final_clocks.png
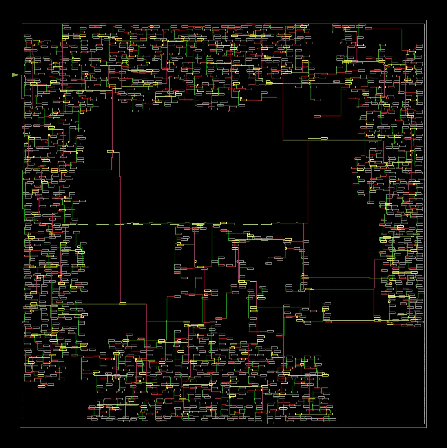
cell_classes.png
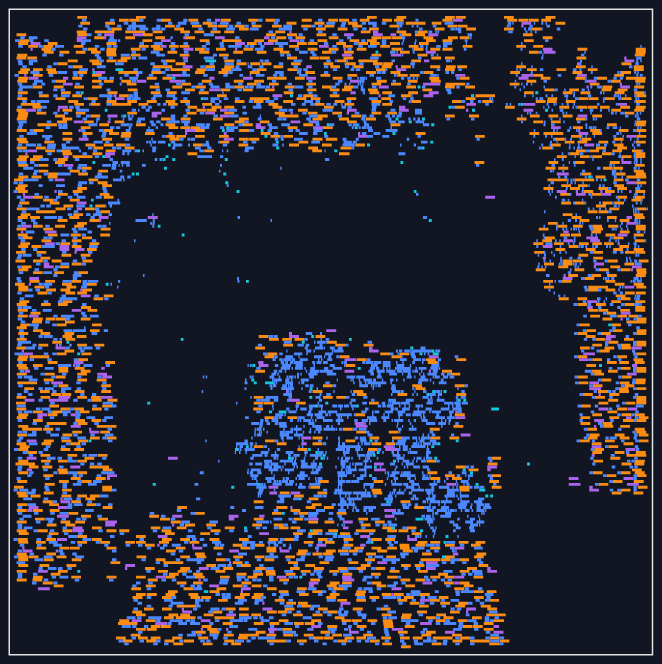
met4.png
Cells faint in the background.
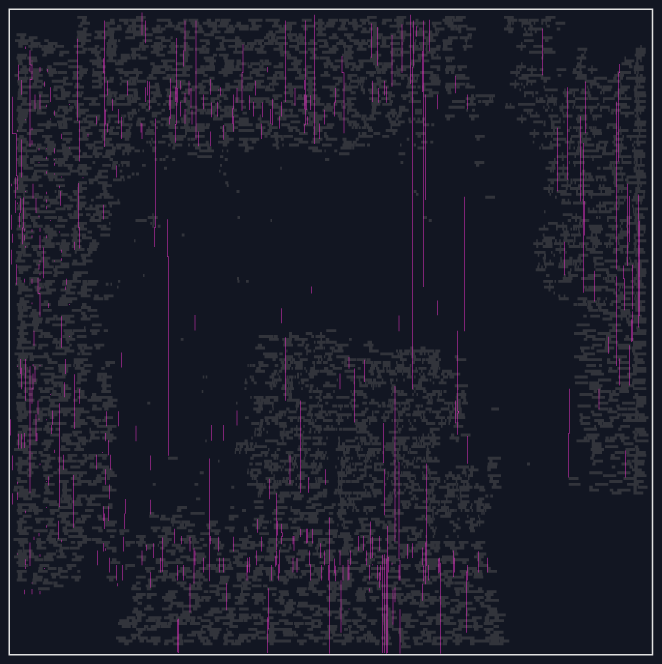
clock_map.png
Scale bar: 200 um.
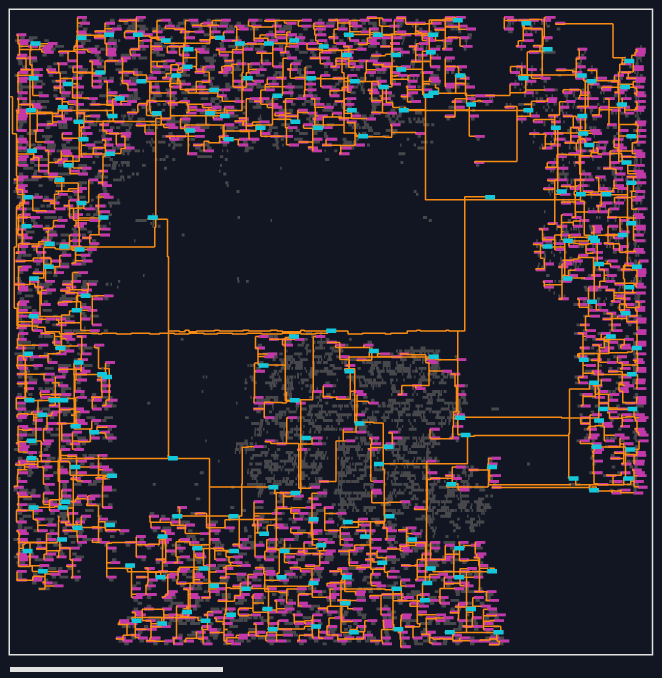
wire_density.png
The die is cut into 30 by 30 equal tiles; dark blue is low, red is high, scaled to the fullest tile. Values are wire area over tile area, all layers added.
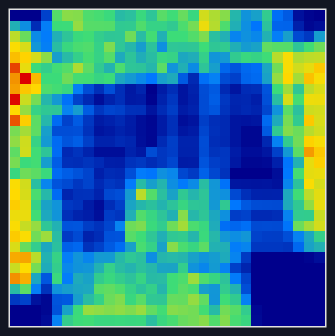
[src/rtl/matmul_seq.sv]
// Sequential N x N matrix multiplier, LANES parallel MACs, valid/ready in and out.
// Optional: define MATMUL_SAT_EN for saturating results plus a sticky sat_flag port.
module matmul_seq #(
  parameter int MUL_SIZE = 8,
  parameter int DATA_W   = 8,
  parameter int LANES    = 8
) (
  input  logic clk,
  input  logic rst,
  input  logic in_valid,
  output logic in_ready,
  input  logic [DATA_W*MUL_SIZE*MUL_SIZE-1:0] a,
  input  logic [DATA_W*MUL_SIZE*MUL_SIZE-1:0] b,
  output logic out_valid,
  input  logic out_ready,
  output logic [DATA_W*MUL_SIZE*MUL_SIZE-1:0] out,
  output logic busy
`ifdef MATMUL_SAT_EN
  ,
  output logic sat_flag
`endif
);

  localparam int N     = MUL_SIZE;
  localparam int NN    = N * N;
  localparam int W     = DATA_W * NN;
  localparam int G     = NN / LANES;
  localparam int ACC_W = 2 * DATA_W + $clog2(N);
  localparam int KW    = (N > 1) ? $clog2(N) : 1;
  localparam int GW    = (G > 1) ? $clog2(G) : 1;
  localparam int AW    = (W > 1) ? $clog2(W) : 1;

  localparam logic [1:0] S_IDLE = 2'd0;
  localparam logic [1:0] S_RUN  = 2'd1;
  localparam logic [1:0] S_DONE = 2'd2;

  if ((NN % LANES) != 0) begin : g_bad_lanes
    $error("LANES must divide MUL_SIZE*MUL_SIZE");
  end

  logic [1:0]        state_q, state_d;
  logic [W-1:0]      a_q, a_d;
  logic [W-1:0]      b_q, b_d;
  logic [W-1:0]      out_q, out_d;
  logic [KW-1:0]     k_q, k_d;
  logic [GW-1:0]     g_q, g_d;
  logic [ACC_W-1:0]  acc_q [LANES];
  logic [ACC_W-1:0]  acc_d [LANES];
`ifdef MATMUL_SAT_EN
  logic              sat_q, sat_d;
`endif

  int                e, i, j;
  logic [AW-1:0]     ai, bi, oi;
  logic [DATA_W-1:0] a_el, b_el, red;
  logic [ACC_W-1:0]  prod, sum;
  logic              last_k, last_g;

  assign last_k = (k_q == KW'(N - 1));
  assign last_g = (g_q == GW'(G - 1));

  always_comb begin
    state_d = state_q;
    a_d     = a_q;
    b_d     = b_q;
    out_d   = out_q;
    k_d     = k_q;
    g_d     = g_q;
    acc_d   = acc_q;
`ifdef MATMUL_SAT_EN
    sat_d   = sat_q;
`endif
    e    = 0;
    i    = 0;
    j    = 0;
    ai   = '0;
    bi   = '0;
    oi   = '0;
    a_el = '0;
    b_el = '0;
    prod = '0;
    sum  = '0;
    red  = '0;
    unique case (state_q)
      S_IDLE: begin
        if (in_valid) begin
          a_d     = a;
          b_d     = b;
          k_d     = '0;
          g_d     = '0;
          state_d = S_RUN;
`ifdef MATMUL_SAT_EN
          sat_d   = 1'b0;
`endif
          for (int l = 0; l < LANES; l++) begin
            acc_d[l] = '0;
          end
        end
      end
      S_RUN: begin
        for (int l = 0; l < LANES; l++) begin
          e    = int'(g_q) * LANES + l;
          i    = e / N;
          j    = e % N;
          ai   = AW'((i * N + int'(k_q)) * DATA_W);
          bi   = AW'((int'(k_q) * N + j) * DATA_W);
          oi   = AW'(e * DATA_W);
          a_el = a_q[ai +: DATA_W];
          b_el = b_q[bi +: DATA_W];
          prod = ACC_W'(a_el) * ACC_W'(b_el);
          sum  = acc_q[l] + prod;
          if (last_k) begin
`ifdef MATMUL_SAT_EN
            if (sum > ACC_W'({DATA_W{1'b1}})) begin
              red   = '1;
              sat_d = 1'b1;
            end else begin
              red = sum[DATA_W-1:0];
            end
`else
            red = sum[DATA_W-1:0];
`endif
            out_d[oi +: DATA_W] = red;
            acc_d[l] = '0;
          end else begin
            acc_d[l] = sum;
          end
        end
        if (last_k) begin
          k_d = '0;
          g_d = g_q + GW'(1);
          if (last_g) state_d = S_DONE;
        end else begin
          k_d = k_q + KW'(1);
        end
      end
      S_DONE: begin
        if (out_ready) state_d = S_IDLE;
      end
      default: state_d = S_IDLE;
    endcase
  end

  always_ff @(posedge clk or posedge rst) begin
    if (rst) begin
      state_q <= S_IDLE;
      a_q     <= '0;
      b_q     <= '0;
      out_q   <= '0;
      k_q     <= '0;
      g_q     <= '0;
`ifdef MATMUL_SAT_EN
      sat_q   <= 1'b0;
`endif
      for (int l = 0; l < LANES; l++) begin
        acc_q[l] <= '0;
      end
    end else begin
      state_q <= state_d;
      a_q     <= a_d;
      b_q     <= b_d;
      out_q   <= out_d;
      k_q     <= k_d;
      g_q     <= g_d;
`ifdef MATMUL_SAT_EN
      sat_q   <= sat_d;
`endif
      for (int l = 0; l < LANES; l++) begin
        acc_q[l] <= acc_d[l];
      end
    end
  end

  assign in_ready  = (state_q == S_IDLE);
  assign out_valid = (state_q == S_DONE);
  assign busy      = (state_q == S_RUN) || (state_q == S_DONE);
  assign out       = out_q;
`ifdef MATMUL_SAT_EN
  assign sat_flag  = sat_q;
`endif

endmodule

[config.mk]
export PLATFORM = sky130hd
export DESIGN_NAME = matmul_seq
export DESIGN_NICKNAME = d
export VERILOG_FILES = /design/src/rtl/matmul_seq.sv
export SDC_FILE = /design/constraint.sdc
export NUM_CORES = 2
export LEC_CHECK = 0
export CORE_AREA = 3 3 599 601
export DETAILED_ROUTE_END_ITERATION = 16
export DIE_AREA = 0 0 602 604
export DONT_BUFFER_PORTS = 1
export PLACE_DENSITY = 0.4
export SLEW_MARGIN = 20
export SYNTH_ARGS = -nofsm -noshare
export SYNTH_HDL_FRONTEND = slang
export SYNTH_SLANG_ARGS = --single-unit
[constraint.sdc]
create_clock -name clk -period 69.2 [get_ports clk]
set_clock_uncertainty 0.05 [all_clocks]
set_input_delay 6.92 -clock clk [delete_from_list [all_inputs] [get_ports clk]]
set_output_delay 6.92 -clock clk [all_outputs]
set_load 0.01 [all_outputs]
==> out/qor.csv <==
metric;value;unit
status;complete, no violations;
worstMarginPinSlew;1.19;ns
slew-limit-headroom;20.9;%
clk_pin_slew;0.06;ns
logic_gate_count;3291;
setup_viol;0;
inverters;304;
mostFrequentLayoutCells;1604 x dfrtp_1, 1094 x mux2_2, 656 x nand2_1, 302 x inv_1, 257 x o21ai_0;
area_delta_synth_final;16.9;%
ff_type;dfrtp_1;
slowest_delay;0.91;ns
hold_viol;0;
post-place-ws;56.95;ns
whs;0.445;ns
fin_util;25.0;%
totalWireLength;357;mm
vias;48300;
rr_endpoint;out[111]$_DFFE_PP0P_;
synth-edff-count;0;
viasPerCell;4.57;
critPathBufInv;5;
tap_cells;4730;
grt_max_degree;169;
post_cts_buffers;0;
buf_share;1.27;%
ys_async_sr_fraction;100;%
min_path_cells;2;
io_pins;1543;
timing.rr.start;k_q[0]$_DFFE_PP0P_;
fill_cells;36700;
cts_tree;yes;
Notes on final_clocks.png above:
clk sinks: 1608
Inserted Clock Buffers: 198

Notes on cell_classes.png above:
colour	class	cells	share of their area
blue	all other logic	3595	41%
purple	clock drivers and dummy loads	361	8.3%
orange	flip-flops	1608	49%
cyan	other buffers and delay cells	138	1.4%

Notes on met4.png above:
main direction	vertical
share of all routed wire	2.8%
nets with wire on the layer	343
longest straight run	302 um
wire length on this layer	10100 um

Notes on clock_map.png above:
[orange] clock wires | length: 26.3 mm
[cyan] cells driving clock nets | count: 198
[magenta] flip-flops | count: 1608
routed clock nets	199
flops lie	widely spread

Notes on wire_density.png above:
fullest tile	0.50
emptiest ninth of the die	south-east
nearly empty tiles	8.7%
tiles over half the peak	25%
mean over tiles	0.16

==> state kept, by name, summed over array words and instances, names as in the netlist <==
signal   count
a_q        512
acc_q       64
b_q        512
g_q          3
k_q          3
out        512
state_q      2
==> logic make-up (layout without fill, tap and decap cells) <==
family / count (synthesis) / after routing / synth area share, %
adders and majority gates: 293 / 293 / 6.28
other: 0 / 115 / 0
DFF: 1608 / 1608 / 53.2
xor gates and xnor gates: 127 / 127 / 1.79
and+or+nand+nor: 812 / 812 / 4.30
AOI/OAI and AO/OA: 654 / 654 / 5.88
buffers and inverters: 656 / 803 / 3.82
muxes: 1405 / 1405 / 24.7
==> worst register-to-register path: cells and delay by family (launching register included) <==
| kind | cells | cell delay [ns] |
|---|---|---|
| DFF | 1 | 0.80 |
| adders and majority gates | 6 | 2.03 |
| xor gates and xnor gates | 4 | 1.52 |
| AOI/OAI and AO/OA | 4 | 0.58 |
| muxes | 2 | 1.01 |
| and+or+nand+nor | 3 | 0.98 |
| buffers and inverters | 9 | 2.95 |
==> cells in the mapped netlist, types with 18 or more instances <==
master    count
a21oi_1      55
a22o_1      239
and2_1       28
buf_1        25
buf_2        31
buf_4        18
buf_6        30
clkbuf_1    240
dfrtp_1    1608
fa_1        144
ha_1        149
inv_1       303
mux2_2     1094
mux2i_1      55
mux4_2      243
nand2_1     657
nor2_1       70
o21ai_0     259
o31ai_1      24
xnor2_1      96
==> routing by layer <==
layer | global-route usage, % | vias to the layer above | routed length [um]
li1 | - | 19800 | -
met1 | 21.7 | 25200 | 134000
met2 | 34.7 | 2150 | 186000
met3 | 5.76 | 908 | 26500
met4 | 4.72 | 196 | 10100
met5 | 0 | - | 1290
